Design param_dcache, sky130hd; sources not shown.
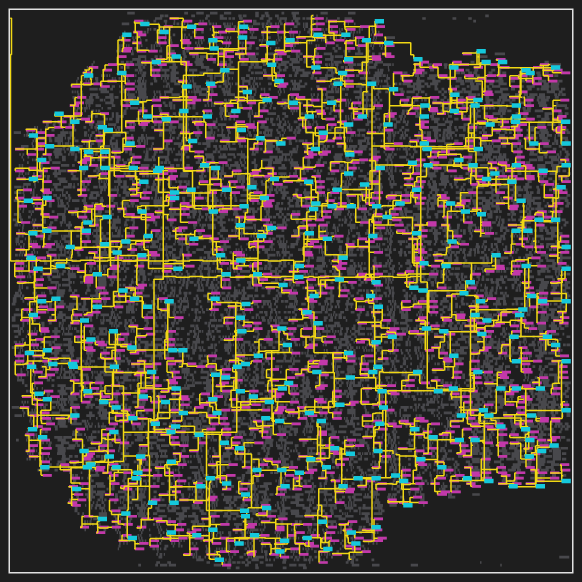
clock_map.png
Drawn at 1 px/µm.
Key: magenta = flip-flops [count 1,530]; cyan = cells driving clock nets [count 362]; yellow = clock wires [length 30.0 mm]
Position of the flops: spread over the die. There are 363 routed clock nets.
part of the total power dissipated in the clock network: 38.5%
Clock net power: 11.8 mW
clock insertion delay at the later pin of the skew report: 0.95 ns

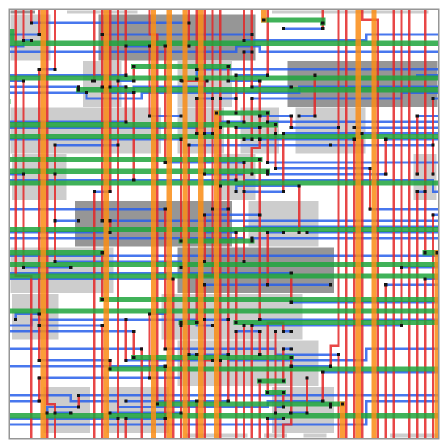
zoom.png
Window x 269 to 294, y 269 to 294 µm. Cells in grey, sequential cells in the stronger grey; small squares are vias.
Key: green = met3; orange = met4; blue = met1; red = met2
Most frequent: dfrtp_1 (4), o22ai_1 (3), buf_4 (3). 22 logic cells have their middle in the window. Sequential cells in the window: 4.

==> flow_summary.json <==
{
  "floorplan.core_util_pct": 33.18,
  "top_cell": "sky130_fd_sc_hd__dfrtp_1",
  "h-tree-depth": 5,
  "postSynthCellCount": 9501,
  "critPathSlowestCell": "sky130_fd_sc_hd__buf_6",
  "clk_pin_slew_worst_paths_ns": 0.04,
  "timing.setup.tns_ns": -3.334,
  "vias_per_cell": 6.921,
  "antenna_found_initial": 48,
  "synth_top_cell_by_area": "sky130_fd_sc_hd__dfrtp_1",
  "topCombFamilyByArea": "multiplexers",
  "critical_path_arrival_ns": 7.64,
  "grt_first_pass_wirelength_um": 831900,
  "pwr.group.sequential_mw": 8.49,
  "worstPathMaxFanout": 15,
  "yosys-mux-area-fraction_pct": 31.50,
  "swShare_pct": 37.71,
  "failing_checks": "negative setup slack",
  "r2r_cells": 28,
  "gpl_congestion": 0.9354,
  "finalCritPeriodShare_pct": 102.0,
  "drt-pass1-iter-count": 8,
  "area_fraction_in_xor_and_xnor_cells_pct": 0.4908,
  "setup_viol": 31,
  "power.combinational.total_mw": 10.4,
  "common_cells": "sky130_fd_sc_hd__dfrtp_1 (1,522), sky130_fd_sc_hd__nand2_1 (1,072), sky130_fd_sc_hd__clkbuf_1 (851)",
  "die_w_um": 562.0,
  "die_area_mm2": 0.3159,
  "cts_num_sinks": 1530,
  "dpl-instance-area_mm2": 0.1135,
  "synth_simple_gate_area_share_pct": 7.315,
  "synth.yosys.num_cells": 9501,
  "cts_repair_resize_count": 255,
  "route.detailed.drc": 0,
  "hold_path_class": "reg2reg",
  "fp.coreArea_mm2": 0.3119,
  "total_number_of_vias": 98260,
  "timing.max_cap.violations": 0,
  "synth.area.top_cells": "sky130_fd_sc_hd__dfrtp_1 (37%), sky130_fd_sc_hd__mux4_2 (18%), sky130_fd_sc_hd__mux2_2 (6.4%)",
  "synthArstFlopShare_pct": 100.0,
  "pwr_density_cell_mw_per_mm2": 236.7,
  "run_status": "complete, but fails checks",
  "setup_slack_ns": -0.2157,
  "cts_tree": "built",
  "io_pins": 202,
  "timing.critical_path.slowest_cell_delay_ns": 0.43,
  "worst_ep_required_time_ns": 7.43,
  "floorplan.rows": 205,
  "grt_overflow": 0,
  "post-place-cells": 13390,
  "mean_post_synth_cell_area_um2": 10.89,
  "maxSlewViolCount": 0,
  "ys_area_mm2": 0.1035,
  "num-fill-cells": 32950,
  "fin_nets": 9872,
  "port_buffers": 197,
  "largest_reg_flops": 1024,
  "post-cts-setup-buffer-count": 79,
  "finish.utilization_pct": 41.68,
  "irDropWorstVdd_mv": 0.2114,
  "worst_hold_path.num_cells": 1,
  "finalWorstPathRequiredPeriod_ns": 10.90,
  "reg2reg_setup_slack_ns": 3.64,
  "ys_dominant_reg_cell": "sky130_fd_sc_hd__dfrtp_1",
  "antenna_left": 0,
  "die_height_um": 562.0,
  "cts_hold_buffers": 0,
  "synthesis.yosys.warnings": 0,
  "synthesis.area_mm2": 0.1035,
  "total_power_mw": 30.76,
  "first_global_vias": 99740,
  "synth_adder_area_share_pct": 0.4183,
  "warning_count": 73
}
[worst max-delay path: cells and delay by family]
kind                   cells  cell delay (ns)
buffers and inverters     10             1.80
and+or+nand+nor            6             1.46
AOI/OAI and AO/OA          5             0.96
muxes                      1             0.15
[layer usage]
layer,GRT usage [%],share of wire (%)
met1,46.96,38
met2,56.60,44
met3,9.838,10
met4,26.02,7.9
met5,0.09036,0.032
[area by class of cell]
class	instances	area, µm²	share of cell area (%)
diodes	14	35.03	0.02695
clock buffers	365	9134	7.027
clock inverters	306	3601	2.770
inverters	26	101.3	0.07797
multi-input cells	6780	62500	48.08
flip-flops and latches	1530	38320	29.48
well taps	4140	5180	3.985
repair buffers	1036	11110	8.550
Power is estimated from default activity; no workload was simulated.
